**Run 1: clock distribution**

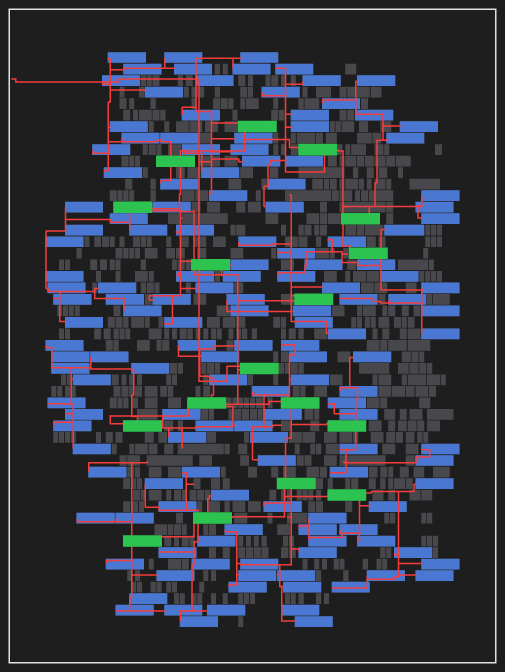
**Run 1: pin placement**

Pins as bars across the die edge, other pins in gray.
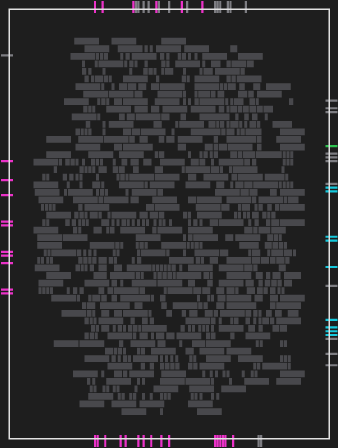
**Run 1: drive-strength map**

Scale bar: 20 um.
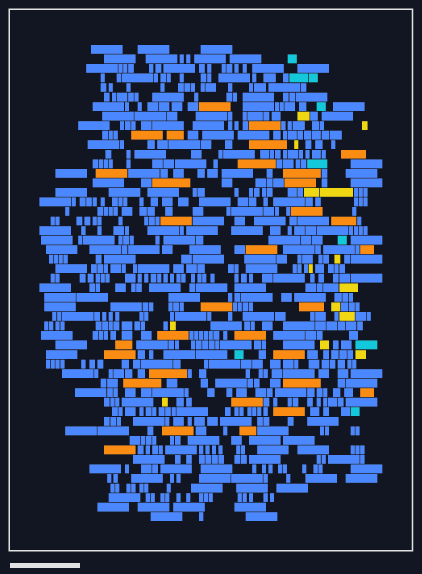
**Run 1: the metal 4 layer**

Scale bar: 20 um.
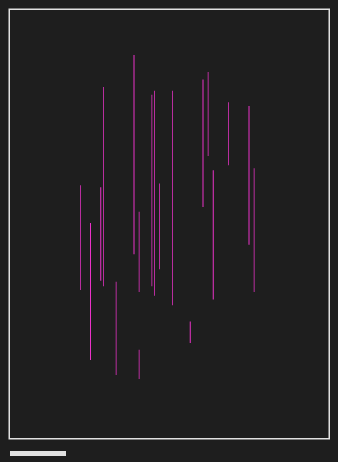
--- config.mk ---
export PLATFORM = sky130hd
export DESIGN_NAME = imem_boot_loader
export DESIGN_NICKNAME = d
export VERILOG_FILES = /design/src/rtl/imem_boot_loader.sv
export SDC_FILE = /design/constraint.sdc
export NUM_CORES = 1
export LEC_CHECK = 0
export CORE_ASPECT_RATIO = 1.4
export CORE_MARGIN = 8
export CORE_UTILIZATION = 50
export DETAILED_ROUTE_END_ITERATION = 7
export DONT_BUFFER_PORTS = 1
export GPL_TIMING_DRIVEN = 0
export PLACE_DENSITY = 0.68
export RECOVER_POWER = 25
export SYNTH_ARGS = -nofsm -noshare
export SYNTH_HDL_FRONTEND = slang
export SYNTH_SLANG_ARGS = --single-unit
export TNS_END_PERCENT = 20
--- constraint.sdc ---
create_clock -name i_clock -period 5 [get_ports i_clock]
set_input_delay 1.25 -clock i_clock [delete_from_list [all_inputs] [get_ports i_clock]]
set_output_delay 1.25 -clock i_clock [all_outputs]
set_load 0.005 [all_outputs]
--- src/rtl/imem_boot_loader.sv ---
// imem_boot_loader: framed byte-stream program loader feeding the IMEM write port.
// Frame layout: 4-byte word count N, N little-endian data words, then a
// 4-byte XOR checksum of those words. The core is held in reset until a
// complete image with a matching checksum has been written.
module imem_boot_loader #(
  parameter int NB_WORD    = 32,
  parameter int IMEM_DEPTH = 256,
  parameter int NB_ADDR    = 8
) (
  input  logic               i_clock,
  input  logic               i_reset,
  input  logic               i_start,
  input  logic [7:0]         i_rx_data,
  input  logic               i_rx_valid,
  output logic               o_rx_ready,
  output logic               o_imem_we,
  output logic [NB_ADDR-1:0] o_imem_addr,
  output logic [NB_WORD-1:0] o_imem_wdata,
  output logic               o_core_reset,
  output logic               o_busy,
  output logic               o_done,
  output logic               o_error,
  output logic [1:0]         o_err_code,
  output logic [NB_ADDR:0]   o_word_count
);

  typedef enum logic [2:0] {
    IDLE = 3'd0,
    HDR  = 3'd1,
    LOAD = 3'd2,
    CHK  = 3'd3,
    DONE = 3'd4,
    ERR  = 3'd5
  } state_t;

  state_t             state;
  logic [1:0]         byte_idx;
  logic [NB_WORD-1:0] word_sr;
  logic [NB_WORD-1:0] length;
  logic [NB_WORD-1:0] csum;

  logic               accept;
  logic               last_byte;
  logic [NB_WORD-1:0] assembled;
  logic [NB_WORD-1:0] count_after;

  // Byte handshake and little-endian assembly: each new byte enters at the
  // top, so after four bytes the first one has shifted down to bits 7:0.
  assign accept      = i_rx_valid && o_rx_ready;
  assign last_byte   = accept && (byte_idx == 2'd3);
  assign assembled   = {i_rx_data, word_sr[NB_WORD-1:8]};
  assign count_after = NB_WORD'(o_word_count) + NB_WORD'(1);

  // Loader FSM with all outputs registered; o_core_reset only falls on entry to DONE.
  always_ff @(posedge i_clock or posedge i_reset) begin
    if (i_reset) begin
      state        <= IDLE;
      byte_idx     <= 2'd0;
      word_sr      <= '0;
      length       <= '0;
      csum         <= '0;
      o_rx_ready   <= 1'b0;
      o_imem_we    <= 1'b0;
      o_imem_addr  <= '0;
      o_imem_wdata <= '0;
      o_core_reset <= 1'b1;
      o_busy       <= 1'b0;
      o_done       <= 1'b0;
      o_error      <= 1'b0;
      o_err_code   <= 2'd0;
      o_word_count <= '0;
    end else begin
      o_imem_we <= 1'b0;
      case (state)
        IDLE, DONE, ERR: begin
          if (i_start) begin
            state        <= HDR;
            byte_idx     <= 2'd0;
            word_sr      <= '0;
            length       <= '0;
            csum         <= '0;
            o_rx_ready   <= 1'b1;
            o_busy       <= 1'b1;
            o_core_reset <= 1'b1;
            o_done       <= 1'b0;
            o_error      <= 1'b0;
            o_err_code   <= 2'd0;
            o_word_count <= '0;
          end
        end
        HDR: begin
          if (accept) begin
            byte_idx <= byte_idx + 2'd1;
            word_sr  <= assembled;
          end
          if (last_byte) begin
            length <= assembled;
            if (assembled > NB_WORD'(IMEM_DEPTH)) begin
              state      <= ERR;
              o_error    <= 1'b1;
              o_err_code <= 2'd1;
              o_busy     <= 1'b0;
              o_rx_ready <= 1'b0;
            end else if (assembled == '0) begin
              state <= CHK;
            end else begin
              state <= LOAD;
            end
          end
        end
        LOAD: begin
          if (accept) begin
            byte_idx <= byte_idx + 2'd1;
            word_sr  <= assembled;
          end
          if (last_byte) begin
            o_imem_we    <= 1'b1;
            o_imem_addr  <= o_word_count[NB_ADDR-1:0];
            o_imem_wdata <= assembled;
            o_word_count <= o_word_count + 1'b1;
            csum         <= csum ^ assembled;
            if (count_after == length) begin
              state <= CHK;
            end
          end
        end
        CHK: begin
          if (accept) begin
            byte_idx <= byte_idx + 2'd1;
            word_sr  <= assembled;
          end
          if (last_byte) begin
            o_busy     <= 1'b0;
            o_rx_ready <= 1'b0;
            if (assembled == csum) begin
              state        <= DONE;
              o_done       <= 1'b1;
              o_core_reset <= 1'b0;
            end else begin
              state      <= ERR;
              o_error    <= 1'b1;
              o_err_code <= 2'd2;
            end
          end
        end
        default: begin
          state <= IDLE;
        end
      endcase
    end
  end

endmodule
==> impl_metrics.tcl, run 1 <==
# place-and-route summary
set metrics [dict create \
    status "complete, but fails checks" \
    violations "capacitance limit, slew limit" \
    setup_tns_ns 0 \
    fin_util 0.5843 \
    num_io_pins 69 \
    critPathKind "in -> reg" \
    hp-start "byte_idx[0]" \
    seq_area_um2 3730 \
    worst_pin_slew_ns 1.645 \
    slew_violations 34 \
    worstPathArrival_ns 3.22 \
    seq-power_w 0.00121 \
    antenna_found_initial 0 \
    logic_gate_count 515 \
    power_leader "clock" \
    path_cells "xnor2_1 > nand4_1 > nor4_1 > nand2_1 > o31ai_1 > mux2i_1" \
    syn-instance-count 725 \
    instances_no_fill 940 \
    rsz0062_at_grt "false" \
    wl_met2_um 9347 \
    p_per_area_nw_per_um2 353.0 \
    grt_overflow_total 0 \
    seq_share 0.4790 \
    cts_htree_levels 4 \
    met2_usage 0.3658 \
    finalWirelength_um 18390 \
    drt_iter0_drc 386 \
    drt-met1-wl_um 7212 \
    setup.worst_path.end_class "register" \
    clk_share 0.08902 \
    grtUsageMet3 0.05645 \
    vias 5471 \
    post_cts_resized 0 \
    critPathMaxFanout 6 \
    biggestRegsByFlops "csum (32), length (32), o_imem_wdata (32)" \
    antenna_cells 0 \
    comb-power_w 0.0000391 \
    drt_pass1_iterations 5 \
    gp_congestion 0.8758 \
    crit_slowest_cell "nor4_1" \
    async_flop_share 1.000 \
    avgRoutedWirePerCell_um 19.57 \
    hold_ws_ns 0.4875 \
    final_net_count 761 \
    hold_class "reg -> reg" \
    setup_slack_ns 2.076 \
    cts_tree "yes" \
    reg2reg_to "state[0]" \
    relSlewSlack -0.1029 \
    startpoint "i_rx_data[3]" \
    maxCapViolCount 1 \
    top_area_frac 0.5443 \
]
-- 'clock distribution' (at the start) --
[flip-flops] blue | count: 149
[clock wires] red | length: 1800 um
[clock-net drivers] green | count: 17
flops lie: spread over the die
clock power share: 0.547
clock network power: 0.00150 W
Late-Pin Clk Latency: 0.42 ns
Layout Skew: 0.009420 ns

-- 'pin placement' (at the start) --
[o_word_count] cyan | pins: 9 | direction: output | edge: right
[o_core_reset] green | pins: 1 | direction: output | edge: right
[o_imem_wdata] magenta | pins: 32 | direction: output | edge: 16 bottom, 10 left, 6 top
Die X: 114.6 um
Port Buffers: 0
Die Y: 154.0 um

-- 'drive-strength map' (at the start) --
[x1 and smaller] blue | cells: 703
[x2] yellow | cells: 14
[x3 and x4] cyan | cells: 9
[x6 and larger] orange | cells: 32

-- 'the metal 4 layer' (at the start) --
longest straight run: 76.8 um
main direction: vertical
wire length on this layer: 830 um
share of all routed wire: 4.5%

==> inputs of run 2 (changes only) <==
--- a/config.mk
+++ b/config.mk
@@ -11,7 +11,6 @@
 export DETAILED_ROUTE_END_ITERATION = 7
 export DONT_BUFFER_PORTS = 1
 export GPL_TIMING_DRIVEN = 0
-export PLACE_DENSITY = 0.68
 export RECOVER_POWER = 25
 export SYNTH_ARGS = -nofsm -noshare
 export SYNTH_HDL_FRONTEND = slang
==> constraint.sdc (replaced) <==
create_clock -name i_clock -period 2.7 [get_ports i_clock]
set_input_delay 0.675 -clock i_clock [delete_from_list [all_inputs] [get_ports i_clock]]
set_output_delay 0.675 -clock i_clock [all_outputs]
set_load 0.005 [all_outputs]
**Run 2: the metal 4 layer**

Scale bar: 20 um.
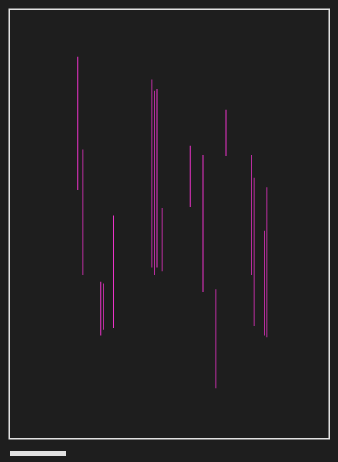
main direction: vertical
wire length on this layer: 697 um
share of all routed wire: 3.8%
DR vias: 5299
WL final: 18590 um

**Run 2: drive-strength map**

Scale bar: 20 um.
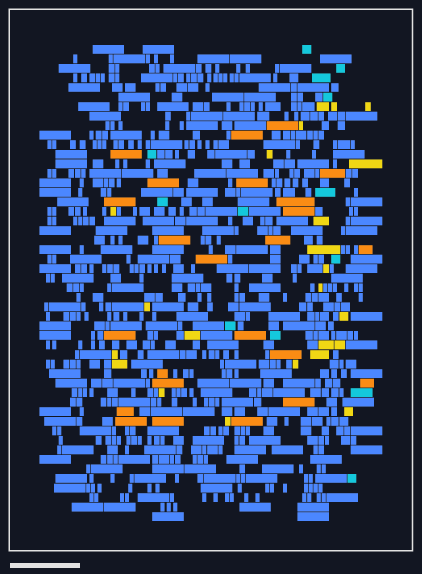
[x1 and smaller] blue | cells: 699
[x2] yellow | cells: 23
[x6 and larger] orange | cells: 24
[x3 and x4] cyan | cells: 13
P&R area growth vs syn: 12.32%
Non-clock buffers: 58

==> run 2 against run 1 <==
Compared with the run above: the flow still finishes with violations (capacitance limit, slew limit); critical path depth up 2; sequential share of layout area up 0.92 points; power up 64%; non-clock buffer count unchanged; final area down 1.8%; clock-buffer cell count down 2; sequential cell count unchanged; worst hold slack worse by 0.10 ns; global-route usage up 0.33 points; via count down 3.1%; combinational power up 79%; register-to-register slack worse by 2.1 ns.
==> impl_metrics.tcl, run 2 <==
# place-and-route summary
set metrics [dict create \
    reg2reg_to "state[2]" \
    grt_overflow_total 0 \
    worstPathArrival_ns 2.78 \
    setup.worst_path.end_class "register" \
    maxCapViolCount 1 \
    power.share.clock 0.490 \
    setup_slack_ns 0.2206 \
    avgRoutedWirePerCell_um 19.75 \
    slew_violations 36 \
    hold_class "in -> reg" \
    logic_family "simple AND/OR/NAND/NOR gates" \
    instances_no_fill 941 \
    critPathKind "reg -> reg" \
    dp_hpwl_um 13510 \
    dieWidth_um 114.6 \
    fin_util 0.5735 \
    antenna_cells 0 \
    hp-start "i_rx_data[3]" \
    grtUsageMet3 0.05919 \
    clk_latency_ns 0.42 \
    p_per_area_nw_per_um2 591.2 \
    async_flop_share 1.000 \
    yosysTopAreaCell "dfrtp_1" \
    startpoint "o_word_count[1]" \
    relSlewSlack -0.01672 \
    worst_pin_slew_ns 1.517 \
    drt-met1-wl_um 7590 \
    violations "capacitance limit, slew limit" \
    status "complete, but fails checks" \
    cts_tree "yes" \
    logic_gate_count 515 \
    critPathMaxFanout 10 \
    synth_cell_types 55 \
    seq-power_w 0.00223 \
    clk_share 0.07187 \
    antenna_found_initial 0 \
    top_area_cell_class "sequential cells" \
    rsz0062_at_grt "false" \
    seq_area_um2 3731 \
    gp_congestion 0.8626 \
    wl_met2_um 9265 \
    path_cells "ha_1 > buf_2 > nand4_1 > o21a_1 > o41ai_1 > o22ai_2 > o21ai_4 > mux2_4" \
    setup_tns_ns 0 \
    biggestRegsByFlops "csum (32), length (32), o_imem_wdata (32)" \
    die_y_um 154.0 \
    syn-instance-count 725 \
    top_area_frac 0.5443 \
    met2_usage 0.3543 \
    power_leader "registers" \
    comb-power_w 0.0000700 \
    seq_share 0.4882 \
    num_io_pins 69 \
    crit_slowest_cell "dfrtp_2" \
]
**Run 2: clock routing**

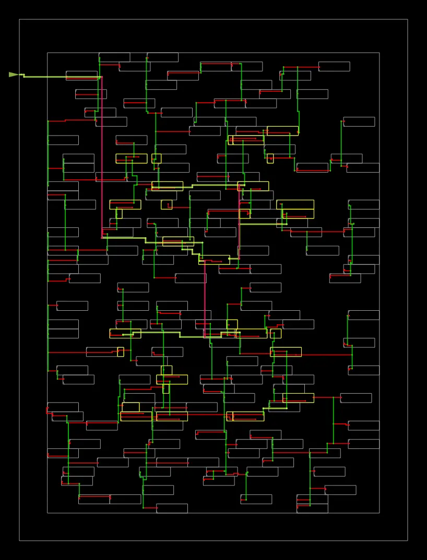
# clk buffers: 19
Layout Skew: 0.01319 ns
clk sinks: 149
clock network power: 0.00222 W

Power figures rest on the tool's default switching activity, not on a simulated workload.
